===== config.mk =====
export PLATFORM = sky130hd
export DESIGN_NAME = forwarding_hazard_unit
export DESIGN_NICKNAME = d
export VERILOG_FILES = /design/src/rtl/fwd_pkg.sv /design/src/rtl/fwd_src_cmp.sv /design/src/rtl/forwarding_hazard_unit.sv
export SDC_FILE = /design/constraint.sdc
export NUM_CORES = 1
export LEC_CHECK = 0
export ABC_AREA = 1
export CAP_MARGIN = 20
export CORE_MARGIN = 2
export CORE_UTILIZATION = 30
export CTS_CLUSTER_DIAMETER = 120
export CTS_CLUSTER_SIZE = 10
export DETAILED_ROUTE_END_ITERATION = 6
export SYNTH_ARGS = -nofsm -noshare
export SYNTH_HDL_FRONTEND = slang
export SYNTH_SLANG_ARGS = --single-unit

===== constraint.sdc =====
create_clock -name clk -period 4.31 [get_ports clk]
set_input_delay 1.0775 -clock clk [delete_from_list [all_inputs] [get_ports clk]]
set_output_delay 1.0775 -clock clk [all_outputs]
set_load 0.01 [all_outputs]

===== src/rtl/fwd_pkg.sv =====
// Shared constants, FSM state encoding and helpers for the forwarding/hazard unit.
package fwd_pkg;

    localparam logic [1:0] FWD_REG   = 2'b00;
    localparam logic [1:0] FWD_MEMWB = 2'b01;
    localparam logic [1:0] FWD_EXMEM = 2'b10;

    // Wide enough for the largest supported bubble length (LOAD_LAT up to 7)
    localparam int LAT_CNT_W = 3;

    typedef enum logic {
        RUN   = 1'b0,
        STALL = 1'b1
    } state_t;

    function automatic logic [15:0] sat_inc16(input logic [15:0] value);
        return (value == 16'hFFFF) ? value : value + 16'd1;
    endfunction

endpackage


===== src/rtl/fwd_src_cmp.sv =====
// One source operand: forwarding priority select plus its load-use compare
// against the instruction sitting in ID/EX.
module fwd_src_cmp
    import fwd_pkg::*;
#(
    parameter int ADDR_W      = 4,
    parameter int ZERO_REG_EN = 1
) (
    input  logic [ADDR_W-1:0] idex_src,
    input  logic [ADDR_W-1:0] ifid_src,
    input  logic [ADDR_W-1:0] idex_dst,
    input  logic              idex_mem_read,
    input  logic [ADDR_W-1:0] exmem_dst,
    input  logic              exmem_reg_write,
    input  logic [ADDR_W-1:0] memwb_dst,
    input  logic              memwb_reg_write,
    output logic [1:0]        sel,
    output logic              load_use
);

    logic idex_live;
    logic ifid_live;

    // Register 0 is hard-wired, so it never carries a dependency when enabled
    assign idex_live = !((ZERO_REG_EN != 0) && (idex_src == '0));
    assign ifid_live = !((ZERO_REG_EN != 0) && (ifid_src == '0));

    always_comb begin
        sel = FWD_REG;
        if (idex_live && exmem_reg_write && (exmem_dst == idex_src)) begin
            sel = FWD_EXMEM;
        end else if (idex_live && memwb_reg_write && (memwb_dst == idex_src)) begin
            sel = FWD_MEMWB;
        end
    end

    assign load_use = idex_mem_read && ifid_live && (ifid_src == idex_dst);

endmodule


===== src/rtl/forwarding_hazard_unit.sv =====
// Pipeline operand forwarding selects, load-use stall/bubble sequencing and
// saturating event counters.
module forwarding_hazard_unit
    import fwd_pkg::*;
#(
    parameter int ADDR_W      = 4,
    parameter int NUM_SRC     = 2,
    parameter int LOAD_LAT    = 1,
    parameter int ZERO_REG_EN = 1
) (
    input  logic                      clk,
    input  logic                      rst_n,
    input  logic [NUM_SRC*ADDR_W-1:0] idex_src,
    input  logic [NUM_SRC*ADDR_W-1:0] ifid_src,
    input  logic [ADDR_W-1:0]         idex_dst,
    input  logic                      idex_mem_read,
    input  logic [ADDR_W-1:0]         exmem_dst,
    input  logic                      exmem_reg_write,
    input  logic [ADDR_W-1:0]         memwb_dst,
    input  logic                      memwb_reg_write,
    input  logic                      flush,
    output logic [2*NUM_SRC-1:0]      fwd_sel,
    output logic                      stall,
    output logic                      bubble,
    output logic [15:0]               fwd_cnt,
    output logic [15:0]               stall_cnt
);

    localparam logic [LAT_CNT_W-1:0] LAT_INIT = LAT_CNT_W'(LOAD_LAT - 1);

    state_t               state_reg;
    logic [LAT_CNT_W-1:0] lat_cnt_reg;
    logic [LAT_CNT_W-1:0] lat_cnt_next;
    logic [15:0]          fwd_cnt_reg;
    logic [15:0]          stall_cnt_reg;

    logic [2*NUM_SRC-1:0] fwd_sel_raw;
    logic [NUM_SRC-1:0]   load_use_vec;
    logic                 hazard;
    logic                 hold_active;

    for (genvar gi = 0; gi < NUM_SRC; gi++) begin : g_src
        fwd_src_cmp #(
            .ADDR_W      (ADDR_W),
            .ZERO_REG_EN (ZERO_REG_EN)
        ) u_cmp (
            .idex_src        (idex_src[gi*ADDR_W +: ADDR_W]),
            .ifid_src        (ifid_src[gi*ADDR_W +: ADDR_W]),
            .idex_dst        (idex_dst),
            .idex_mem_read   (idex_mem_read),
            .exmem_dst       (exmem_dst),
            .exmem_reg_write (exmem_reg_write),
            .memwb_dst       (memwb_dst),
            .memwb_reg_write (memwb_reg_write),
            .sel             (fwd_sel_raw[gi*2 +: 2]),
            .load_use        (load_use_vec[gi])
        );
    end

    assign hazard = |load_use_vec;

    // New hazards are only looked at in RUN; a stall in progress runs to completion
    assign hold_active = (state_reg == STALL) || hazard;

    assign fwd_sel = rst_n ? fwd_sel_raw : '0;
    assign stall   = rst_n && hold_active && !flush;
    assign bubble  = rst_n && hold_active;

    assign lat_cnt_next = lat_cnt_reg - LAT_CNT_W'(1);

    always_ff @(posedge clk) begin
        if (!rst_n) begin
            state_reg     <= RUN;
            lat_cnt_reg   <= '0;
            fwd_cnt_reg   <= '0;
            stall_cnt_reg <= '0;
        end else begin
            if (flush) begin
                state_reg   <= RUN;
                lat_cnt_reg <= '0;
            end else if (state_reg == RUN) begin
                // The hazard cycle itself is the first bubble; STALL covers the rest
                if (hazard && (LAT_INIT != '0)) begin
                    state_reg   <= STALL;
                    lat_cnt_reg <= LAT_INIT;
                end
            end else begin
                if (lat_cnt_reg == '0 || lat_cnt_next == '0) begin
                    state_reg   <= RUN;
                    lat_cnt_reg <= '0;
                end else begin
                    lat_cnt_reg <= lat_cnt_next;
                end
            end

            if (stall) begin
                stall_cnt_reg <= sat_inc16(stall_cnt_reg);
            end
            if ((|fwd_sel) && !stall) begin
                fwd_cnt_reg <= sat_inc16(fwd_cnt_reg);
            end
        end
    end

    assign fwd_cnt   = fwd_cnt_reg;
    assign stall_cnt = stall_cnt_reg;

endmodule


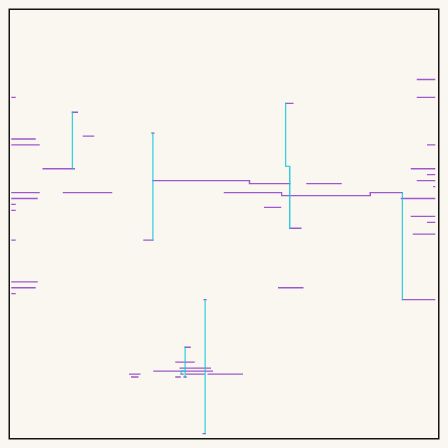
Figure 1: metal layers overlaid.
Two of the layers only.
Key: met3 = purple [wire length 247 um]; met4 = cyan [wire length 130 um]
total track usage: 14.5%
Routed WL per cell: 11.0 um
wirelength, routed: 6850 um
total vias in the final route: 2892

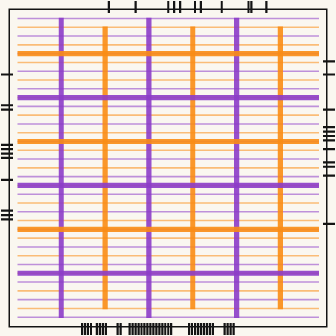
Figure 2: PDN straps and rails.
Pins as bars on the die edge.
Key: VDD = orange; VSS = purple
35 met1 rails follow the rows. 6 straps on met4. The core has 34 rows. 72 signal pins sit on the boundary. 6 straps on met5.
placeable core region: 8640 um2
largest voltage drop on the vdd net: 0.118 mV

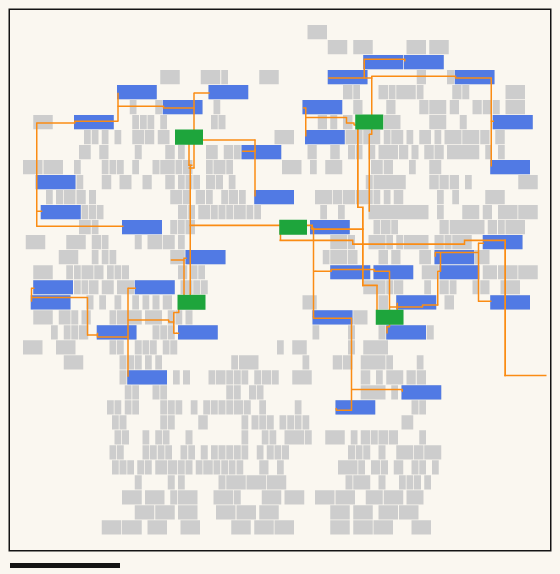
Figure 3: routed clock nets over the placement.
Scale bar: 20 um.
Key: flip-flops = blue [count 36]; cells driving clock nets = green [count 5]; clock wires = orange [length 597 um]
There are 6 routed clock nets.
clock tree skew after final layout: 5.43 ps
clock share of power: 40.5%

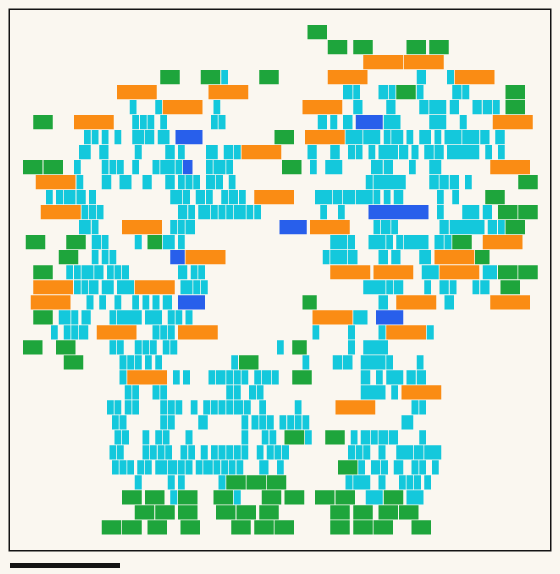
Figure 4: placed cells, one color a class.
Scale bar: 20 um.
Key: flops = orange [cells 36, share of their area 21%]; clock drivers and dummy loads = blue [cells 8, share of their area 3.2%]; other buffers and delay cells = green [cells 75, share of their area 22%]; all other logic = cyan [cells 396, share of their area 54%]
Util after Layout: 41.4%
Core Rows: 34

==> run_results.csv <==
group,metric,value,unit
clocking,cts_root_buf,"clkbuf_8",
synth,synth.ff_latch_count,36,
layout,nonClockBufferCount,75,
setup_path,cp_cell_sequence,"clkdlybuf4s50_1 -> inv_1 -> nor2_1 -> nand2_1 -> inv_2 -> clkdlybuf4s50_1",
setup_path,crit_path_start_kind,"input pin",
layout,dominant-cell-class,"logic gates",
die,tapCellCount,108,
timing,hold_viol,0,
synth,ys.warnings.count,0,
layout,area_growth,35.2,%
die,die_h,97.8,um
place,routability_congestion,0.895,
die,die_area,9570,um2
clocking,clock_sinks,36,
grt,grt-ovfl-total,0,
setup_path,crit_buf_inv,4,
synth,post-synth-top-count-cell,"nand2_1",
synth,synthTopCellsByCount,"nand2_1 (127), nor2_1 (67), inv_1 (65)",
routing,drc_errors,0,
flow_run,maxCapViolCount,0,
timing,setup_violations,0,
layout,inserted_diodes,0,
layout,clock_tree_area_fraction,3.12,%
clocking,cts_setup_buffers,0,
setup_path,critical-path-slowest-cell,"clkdlybuf4s50_1",
synth,enable_flop_cells,0,
place,hpwl_reported_at_the_end_of_detailed_placement,5220,um
outcome,run_status,"complete, no violations",
layout,finalInstanceArea,3570,um2
pwr,powerClk,0.000307,W
layout,ff_latch_area,721,um2
routing,postRouteAntennaNets,0,
layout,multi_input_gate_share_of_the_layout_cell_area,45.3,%
timing,final_max_slew_violation_tally,0,
clocking,cts_inserted_buffers,5,
pwr,power.combinational.fraction,14.8,%
[per-stage QoR]
stage	instances	worst slack (ps)	utilization, %	hold WS, ps	power (W)
6_report	623	322	41.4	488	0.000759
5_1_grt	623	167	41.4	502	0.000794
3_5_place_dp	615	323	40.1	475	0.000460
3_3_place_gp	615	393	40.1	468	0.000459
2_1_floorplan	443	1230	-	458	0.000403
4_1_cts	623	321	41.4	487	0.000772
[path summary, 6_finish.rpt]
check,start,slack [ps],cells after the start,endpoint
setup / recovery,rst_n,320,6,stall
hold / removal,stall_cnt[13]$_SDFFE_PN0P_,490,2,stall_cnt[13]$_SDFFE_PN0P_
setup reg to reg,stall_cnt[0]$_SDFFE_PN0P_,2210,9,stall_cnt[11]$_SDFFE_PN0P_
hold reg to reg,stall_cnt[13]$_SDFFE_PN0P_,490,2,stall_cnt[13]$_SDFFE_PN0P_
[cell usage in the layout, fill, tap and decap left out, drive strengths merged, types with 7 or more instances in the layout]
cell type and count:
inv 66, dfxtp 36, nand2 130, xor2 21
o21ai 7, nand4 17, nor2 67, clkdlybuf4s50 71
a21oi 18, nor3 10, nand3 47
[worst reg2reg max path: cells and delay by family, from the launching register on]
kind / cells / cell delay [ps]
AND/OR/NAND/NOR: 7 / 1230
flip-flops: 1 / 440
adder cells (fa/ha/maj): 1 / 240
AND-OR/OR-AND: 1 / 120
[logic make-up (layout without fill, tap and decap cells)]
kind of cell    Yosys count  count (layout)  synth area share, %
simple gates            277             277                 46.3
fa+ha+maj                 5               5                 2.37
flops                    36              36                 27.3
xor+xnor                 21              21                 6.96
compound gates           27              27                 5.54
buf+inv                  77             149                 11.5
[per-layer routing]
metal  track usage [%]  wire (um)
met1              17.7       3210
met3              2.51        246
met4              5.13        130
met5                 0          0
met2              25.7       3270
No activity file was given, so power comes from the tool's default toggle rates.
